File: src/rtl/uart_pkg.sv
// Shared UART definitions.
// Holds the byte width and byte type that the TX and RX datapaths use,
// plus the default baud divisor constant.
package uart_pkg;

  localparam int UART_BYTE_W = 8;

  typedef logic [UART_BYTE_W-1:0] uart_byte_t;

  // Baud divisor used when nothing else is programmed.
  localparam logic [15:0] UART_BAUD_DIV_DEFAULT = 16'd867;

endpackage : uart_pkg

File: src/rtl/uart_tx_fifo.sv
// uart_tx_fifo: first-word fall-through byte FIFO sitting in front of uart_tx.
// The RX side instantiates the same module with rx_byte_o -> wr_data_i and
// rx_o -> wr_en_i.
//
// Ports:
//   clock         system clock
//   resetn        synchronous active-low reset
//   wr_en_i       push request, one byte per cycle
//   wr_data_i     byte to push
//   flush_i       drop all contents and clear overflow
//   thresh_i      low-watermark level for irq_o
//   tx_dequeue_i  single-cycle pop pulse from uart_tx
//   tx_valid_o    head byte available (to uart_tx tx_i)
//   tx_byte_o     head byte (to uart_tx tx_byte_i)
//   full_o        level == DEPTH
//   empty_o       level == 0
//   level_o       occupancy, 0..DEPTH
//   overflow_o    sticky: a push was dropped because the FIFO was full
//   irq_o         registered, level_o <= thresh_i
module uart_tx_fifo
  import uart_pkg::*;
#(
  parameter  int DEPTH = 16,
  localparam int AW    = $clog2(DEPTH)
) (
  input  logic                   clock,
  input  logic                   resetn,
  input  logic                   wr_en_i,
  input  logic [UART_BYTE_W-1:0] wr_data_i,
  input  logic                   flush_i,
  input  logic [AW:0]            thresh_i,
  input  logic                   tx_dequeue_i,
  output logic                   tx_valid_o,
  output logic [UART_BYTE_W-1:0] tx_byte_o,
  output logic                   full_o,
  output logic                   empty_o,
  output logic [AW:0]            level_o,
  output logic                   overflow_o,
  output logic                   irq_o
);

  // Storage is not reset; pointers alone define what is valid.
  uart_byte_t mem [DEPTH];

  // One extra wrap bit on each pointer lets level span 0..DEPTH without
  // a separate count register.
  logic [AW:0] wptr, rptr;
  logic [AW:0] level, next_level;
  logic        push, pop;

  assign level   = wptr - rptr;
  assign full_o  = (level == (AW+1)'(DEPTH));
  assign empty_o = (level == '0);
  assign level_o = level;

  assign tx_valid_o = !empty_o;
  assign tx_byte_o  = mem[rptr[AW-1:0]];

  // Full/empty are judged on the pre-edge state, so a push at full is
  // dropped even when a pop happens in the same cycle.
  assign push = wr_en_i && !full_o;
  assign pop  = tx_dequeue_i && !empty_o;

  always_comb begin
    next_level = level;
    if (flush_i)
      next_level = '0;
    else
      next_level = level + (AW+1)'(push) - (AW+1)'(pop);
  end

  always_ff @(posedge clock) begin
    if (!resetn) begin
      wptr       <= '0;
      rptr       <= '0;
      overflow_o <= 1'b0;
      irq_o      <= 1'b0;
    end else begin
      irq_o <= (next_level <= thresh_i);
      if (flush_i) begin
        wptr       <= '0;
        rptr       <= '0;
        overflow_o <= 1'b0;
      end else begin
        if (push)
          wptr <= wptr + 1'b1;
        if (pop)
          rptr <= rptr + 1'b1;
        if (wr_en_i && full_o)
          overflow_o <= 1'b1;
      end
    end
  end

  always_ff @(posedge clock) begin
    if (resetn && !flush_i && push)
      mem[wptr[AW-1:0]] <= wr_data_i;
  end

endmodule : uart_tx_fifo

File: config.mk
export PLATFORM = sky130hd
export DESIGN_NAME = uart_tx_fifo
export DESIGN_NICKNAME = d
export VERILOG_FILES = /design/src/rtl/uart_pkg.sv /design/src/rtl/uart_tx_fifo.sv
export SDC_FILE = /design/constraint.sdc
export NUM_CORES = 1
export LEC_CHECK = 0
export ABC_AREA = 0
export CORE_ASPECT_RATIO = 0.6
export CORE_UTILIZATION = 30
export DETAILED_ROUTE_END_ITERATION = 8
export PLACE_DENSITY = 0.44
export SLEW_MARGIN = 30
export SYNTH_ARGS = -nofsm -noshare
export SYNTH_HDL_FRONTEND = slang
export SYNTH_SLANG_ARGS = --single-unit
File: constraint.sdc
create_clock -name clock -period 5.98 [get_ports clock]
set_clock_uncertainty 0.05 [all_clocks]
set_input_delay 1.196 -clock clock [delete_from_list [all_inputs] [get_ports clock]]
set_output_delay 1.196 -clock clock [all_outputs]
set_load 0.01 [all_outputs]
**Run 1: PDN straps and rails**

Scale bar: 50 um. Pins as bars on the die edge. Tap cells in grey.
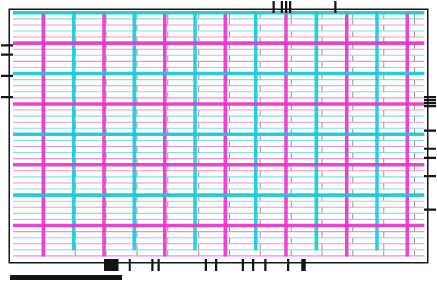
| net | colour |
|---|---|
| VDD | cyan |
| VSS | magenta |
signal pins: 36
rows: 40
met4 straps: 13
chip height: 112.8 um
die width: 186.6 um

**Run 1: placed cells, one colour a class**

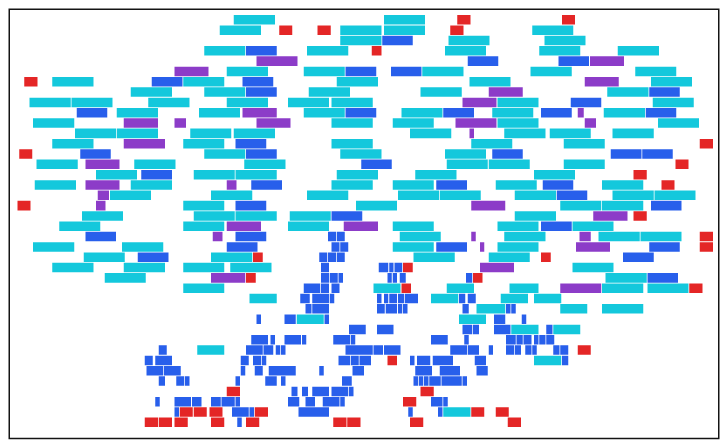
| class | colour | cells | share of their area |
|---|---|---|---|
| other buffers and delay cells | red | 43 | 5.8% |
| clock drivers and dummy loads | purple | 32 | 8.7% |
| combinational and other logic | blue | 182 | 27% |
| flops | cyan | 144 | 59% |

==> job_summary.md, run 1 <==
## Implementation flow summary

| Metric | Value |
|---|---|
| Wire length per cell | 20.38 um |
| Post-CTS Hold Buffers | 0 |
| Die ar. | 21040 um2 |
| Psw | 528.1 uW |
| Diode count | 0 |
| CP max FO | 8 |
| Status | completed |
| Crit path cell chain | ha_1 -> a21o_2 -> a31oi_1 -> xnor2_1 -> inv_1 -> ha_1 -> nand3b_1 -> nor2_1 -> a211oi_2 -> ha_1 -> inv_1 -> ha_1 -> inv_1 -> fa_1 -> inv_1 -> a21oi_1 -> o21bai_1 -> xnor3_1 -> nor2_1 -> ha_1 -> mux2i_1 -> o21a_1 |
| Internal power | 1911 uW |
| Seq_cells | 144 |
| Share of layout cells above drive strength 1 | 0.2219 |
| Signal inverters | 25 |
| Post-CTS Setup Inserts | 0 |
| Comb pwr share | 0.091 |
| Final Instance Area | 7460 um2 |
| Final core utilization | 0.3726 |
| Cycle use final | 0.8005 |
| Seq. cell area | 4167 um2 |
| Asr flop ratio synth | 0 |
| Num CTS Buffers | 17 |
| Synth-to-layout area growth | 21.62% |
| Max Root-Sink Buffers | 2 |
| Most common logic cell in the routed design | edfxtp_1 |
| Top cells by area | edfxtp_1 (63%), mux4_2 (15%), dfxtp_1 (5.2%), ha_1 (4.1%), inv_1 (1.5%) |
| Signal buffers share of area | 0.05502 |
| Top cells by count | edfxtp_1 (128), mux4_2 (40), inv_1 (24) |
| Max-cap viol count | 0 |
| Root cell of the clock tree | clkbuf_16 |
| First-pass GRT wire length | 20820 um |
| Vias post-DR | 3094 |
| Comb gates | 157 |
| Worst reg2reg path endpoint | irq_o$_SDFF_PN0_ |
| Placed inst area | 6839 um2 |
| CP Depth | 22 |
| Hold crit path type | reg -> reg |
| Buf/Inv on CP | 4 |
| Top cell area share | 0.6267 |
| Leading cell kind | flip-flops and latches |
| Worst min-delay path endpoint | overflow_o$_SDFFE_PP0P_ |
| DRC errors left | 0 |
| Clock buffer cells | 18 |
| CP max stage delay | 0.48 ns |
| CTS tree | done |
| FMAX | 0.2089 GHz |
| Critical hold path startpoint | overflow_o$_SDFFE_PP0P_ |
| Mean post-synth cell area | 18.15 um2 |
| Yosys cell types | 42 |
| Top cells excl fill/tap | edfxtp_1 (128), mux4_2 (40), clkdlybuf4s50_1 (35), inv_1 (24), ha_1 (20) |
| I/O pin total | 36 |
| Syn Nets | 378 |
| Final hold viol count | 0 |
| Critical path class | reg -> reg |
| Max Transition Viols Final | 0 |
| Largest net degree at the start of global routing | 20 |
| Seq area share | 0.5585 |
| Max IR drop VDD | 193.1 uV |
| Initial antenna violation count | 0 |
| Post-DRT Antenna Nets | 0 |
| Clock-pin slew on the worst setup and hold paths | 0.06 ns |
| Yosys warns | 0 |
**Run 1: clock network drawn from the DEF**

Scale bar: 50 um.
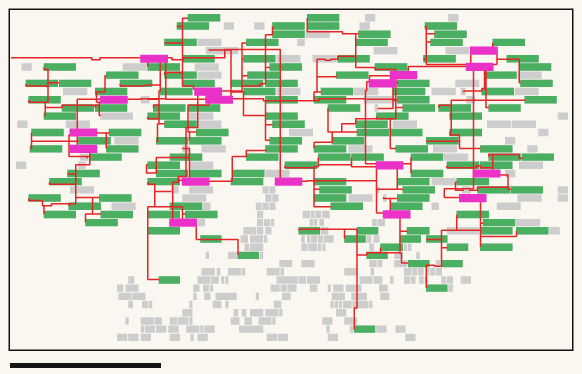
[clock drivers] magenta | count: 17
[flip-flops] green | count: 144
[clock wires] red | length: 1840 um
routed clock nets: 18

**Run 1: routed metal, one colour a layer**

Scale bar: 50 um. Two of the layers only.
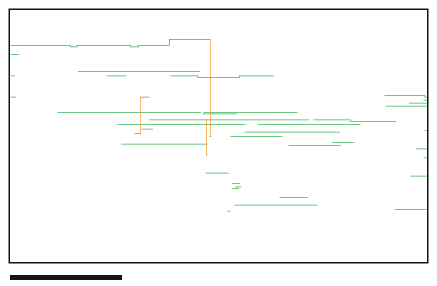
| layer | colour | wire length |
|---|---|---|
| metal 3 | green | 834 um |
| metal 4 | orange | 75.5 um |

-- run 1: metrics by stage --
step           power, uW  setup WS (ns)
6_report            2439          1.193
5_1_grt             2538         0.7602
4_1_cts             2470          1.149
3_5_place_dp        1360          1.167
3_3_place_gp        1359          1.263
2_1_floorplan       1268          1.299
-- run 1: kinds of logic after synthesis --
family / after synthesis / share of synthesized area
flops: 144 / 0.6789
simple gates: 54 / 0.04590
mux: 42 / 0.1501
buf+inv: 37 / 0.02346
compound gates: 28 / 0.03631
fa+ha+maj: 22 / 0.04733
xor+xnor: 11 / 0.01795
-- run 1: worst max-delay path by stage --
stage,start,to,slack [ns]
2_1_floorplan,rptr[2]$_SDFFE_PP0N_,irq_o$_SDFF_PN0_,1.30
3_5_place_dp,wptr[2]$_SDFFE_PP0N_,irq_o$_SDFF_PN0_,1.17
5_1_grt,wptr[2]$_SDFFE_PP0N_,irq_o$_SDFF_PN0_,0.76
6_report,wptr[2]$_SDFFE_PP0N_,irq_o$_SDFF_PN0_,1.19
3_3_place_gp,wptr[0]$_SDFFE_PP0N_,irq_o$_SDFF_PN0_,1.26
4_1_cts,wptr[2]$_SDFFE_PP0N_,irq_o$_SDFF_PN0_,1.15
-- run 1: power by group through the flow --
stage	clock network (uW)	registers, uW	logic, uW
after global routing	1180	1110	250
after floorplan	0	1130	143
final	1110	1110	222
after detailed placement	0	1130	226
after global placement	0	1130	226
after CTS	1130	1110	228
-- run 1: per-layer routing --
metal  share of wire  global-route usage  wire length [um]
met5               0                   0                 0
met4          0.0055             0.04262                75
met3           0.061             0.04187               834
met2            0.43              0.2010              5943
met1            0.50              0.2082              6886
-- run 1: registers in the layout, summed over array words and instances, names as in the netlist, named ones only --
signal	cells
overflow_o	1
wptr	5
mem	128
irq_o	1
rptr	5
--- run 2 (diff from run 1) ---
Clock period 5.98 ns to 5 ns, I/O delays scaled along.
**Run 2: clock network drawn from the DEF**

Scale bar: 50 um.
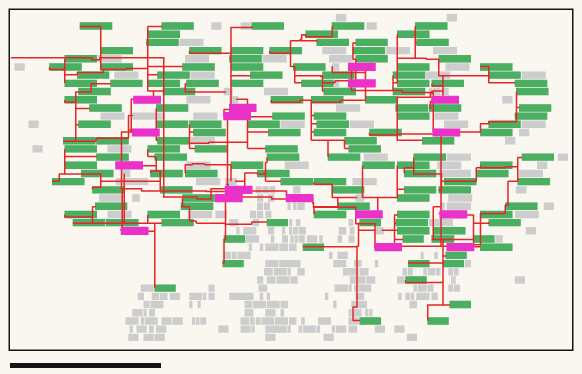
[clock wires] red | length: 1870 um
[clock drivers] magenta | count: 17
[flip-flops] green | count: 144
routed clock nets: 18
clk_lat worst skew: 0.41 ns
clock share of power: 0.450
Power Clock: 1310 uW

==> job_summary.md, run 2 <==
## Implementation flow summary

| Metric | Value |
|---|---|
| First-pass GRT wire length | 20480 um (-1.6%) |
| I/O pin total | 36 (unchanged) |
| Share of layout cells above drive strength 1 | 0.2258 (+0.003861) |
| Post-CTS Hold Buffers | 0 (unchanged) |
| Cycle use final | 0.9252 (+0.1247) |
| Status | completed |
| Largest net degree at the start of global routing | 33 (+65%) |
| Met1 usage | 0.2080 (about the same) |
| Placed inst area | 6844 um2 (about the same) |
| Post-CTS Setup Inserts | 0 (unchanged) |
| Crit path cell chain | inv_1 -> ha_1 -> inv_1 -> fa_1 -> xnor2_1 -> ha_1 -> nand3b_1 -> a2111oi_2 -> a211oi_2 -> ha_1 -> inv_1 -> ha_1 -> inv_1 -> fa_1 -> nor2_1 -> ha_1 -> nor2b_1 -> o21ai_0 -> nand2b_1 -> a211oi_1 -> o21a_1 |
| Most common logic cell in the routed design | edfxtp_1 |
| Root cell of the clock tree | clkbuf_16 |
| Yosys cell types | 42 (unchanged) |
| CP max FO | 6 (-2) |
| Cell type with the largest total area | edfxtp_1 |
| GR Layer Usage met3 | 0.03722 (-0.004653) |
| Top cells excl fill/tap | edfxtp_1 (128), mux4_2 (40), clkdlybuf4s50_1 (35), inv_1 (24), ha_1 (20) |
| RePlAce Congestion | 0.7580 |
| Top cell area share | 0.6267 (unchanged) |
| Diode count | 0 (unchanged) |
| Die width | 186.6 um (unchanged) |
| Chip Area, Yosys | 6133 um2 |
| Initial antenna violation count | 0 (unchanged) |
| CTS tree | done |
| Asr flop ratio synth | 0 (unchanged) |
| Critical path class | reg -> reg |
| Synth-to-layout area growth | 21.66% (about the same) |
| Highest routed metal layer | met4 |
| CP max stage delay | 0.48 ns (about the same) |
| Gr busiest metal | met1 |
| Post-DRT Antenna Nets | 0 (unchanged) |
| Top cells by count | edfxtp_1 (128), mux4_2 (40), inv_1 (24) |
| Logic cell area | 1826 um2 |
| Cell type group with the largest total delay on the critical path | adder cells |
| Seq. cell area | 4165 um2 (about the same) |
| Final Power | 2914 uW (+19%) |
| DRC errors left | 0 (unchanged) |
| Max-cap viol count | 0 (unchanged) |
| Die ar. | 21040 um2 (unchanged) |
| Mean post-synth cell area | 18.15 um2 (unchanged) |
| Clk sinks | 144 |
| Final worst path period need | 4.626 ns |
| Chip height | 112.8 um (unchanged) |
| CP arrival | 4.93 ns |
| Metal2 WL | 5595 um (-5.9%) |
| Final hold viol count | 0 (unchanged) |
| Post-cts resize count | 0 |
| Final Instance Area | 7462 um2 (about the same) |
| Max IR drop VDD | 252.0 uV (+31%) |
| Met3 WL | 732 um (-12%) |
| Buf/Inv on CP | 4 (unchanged) |
| Worst-margin pin slew | 0.7464 ns |
| Synthesized instance count | 338 |
| Worst slew margin | 0.5017 |
| Max reg flops | 128 (unchanged) |
| Max Transition Viols Final | 0 (unchanged) |
| Clock-pin slew on the worst setup and hold paths | 0.06 ns (about the same) |
| Placed insts | 643 |
| Syn Nets | 378 (unchanged) |
| # fillers | 1855 |
| Num CTS Buffers | 17 (unchanged) |
| Top cells by area | edfxtp_1 (63%), mux4_2 (15%), dfxtp_1 (5.2%), ha_1 (4.1%), inv_1 (1.5%) |
| M1 wire length | 7056 um (+2.5%) |
| First-pass DRT Iterations | 4 |
| FMAX | 0.2162 GHz (+3.5%) |
| FP Rows | 40 |
| Min Hold Slack | 0.4973 ns |
| # nets final | 430 |
| Initial DRC Count | 263 |
| Yosys warns | 0 (unchanged) |
| Post-Layout Cell Count | 676 |
| Max Root-Sink Buffers | 2 (unchanged) |
| Hold crit path type | reg -> reg |
| M2 GR Usage | 0.1920 (-0.008955) |
| CTS HTree Levels | 4 |
**Run 2: routed metal, one colour a layer**

Scale bar: 50 um. Two of the layers only.
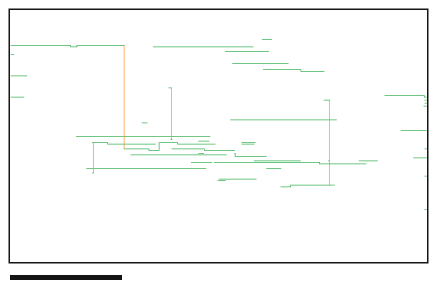
| layer | colour | wire length |
|---|---|---|
| metal 3 | green | 732 um |
| metal 4 | orange | 121 um |
total track usage: 0.1384
vias post-DR: 3114
total wire length: 13510 um
wire length per cell: 19.98 um

run 2: cell count changes in the layout (fill, tap and decap cells not counted):
cell	change
bufinv_16	-1
dfxtp_1	+1
clkinv_2	+1
nor2_2	-1
dfxtp_2	-1
clkinv_4	-1
buf_4	+2
clkinvlp_4	-1
inv_6	+2
clkinv_1	-2
nor2_1	+1
inv_8	+2
run 2: where the power goes:
| group | switching (uW) | total (uW) | internal, uW |
|---|---|---|---|
| combinational | 137 | 277 | 140 |
| sequential | 10.8 | 1330 | 1320 |
| clock | 514 | 1310 | 796 |
run 2: path summary, 6_finish.rpt:
kind	start	endpoint	slack, ns	cells past startpoint
worst min-delay path	wptr[4]$_SDFFE_PP0N_	wptr[4]$_SDFFE_PP0N_	0.50	2
worst min register to register	wptr[4]$_SDFFE_PP0N_	wptr[4]$_SDFFE_PP0N_	0.50	2
worst max-delay path	wptr[0]$_SDFFE_PP0N_	irq_o$_SDFF_PN0_	0.37	21
worst max register to register	wptr[0]$_SDFFE_PP0N_	irq_o$_SDFF_PN0_	0.37	21
run 2: stage by stage:
stage / util / setup slack (ns)
2_1_floorplan: - / 0.3186
3_3_place_gp: 0.3419 / 0.3429
3_5_place_dp: 0.3419 / 0.2708
4_1_cts: 0.3724 / 0.2641
5_1_grt: 0.3728 / 0.004971
6_report: 0.3728 / 0.3740
run 2: final cells by class:
class,count,share of cell area
Clock buffer,18,0.05751
Clock inverter,14,0.02431
Inverter,25,0.01258
Multi-Input combinational cell,157,0.2446
Sequential cell,144,0.5582
Tap cell,273,0.04577
Timing Repair Buffer,45,0.05701
run 2: cell families after synthesis:
kind of cell	after synthesis	share of synthesized area
compound gates	28	0.03631
mux	42	0.1501
flops	144	0.6789
xor+xnor	11	0.01795
simple gates	54	0.04590
fa+ha+maj	22	0.04733
buf+inv	37	0.02346
Power figures rest on the tool's default switching activity, not on a simulated workload.
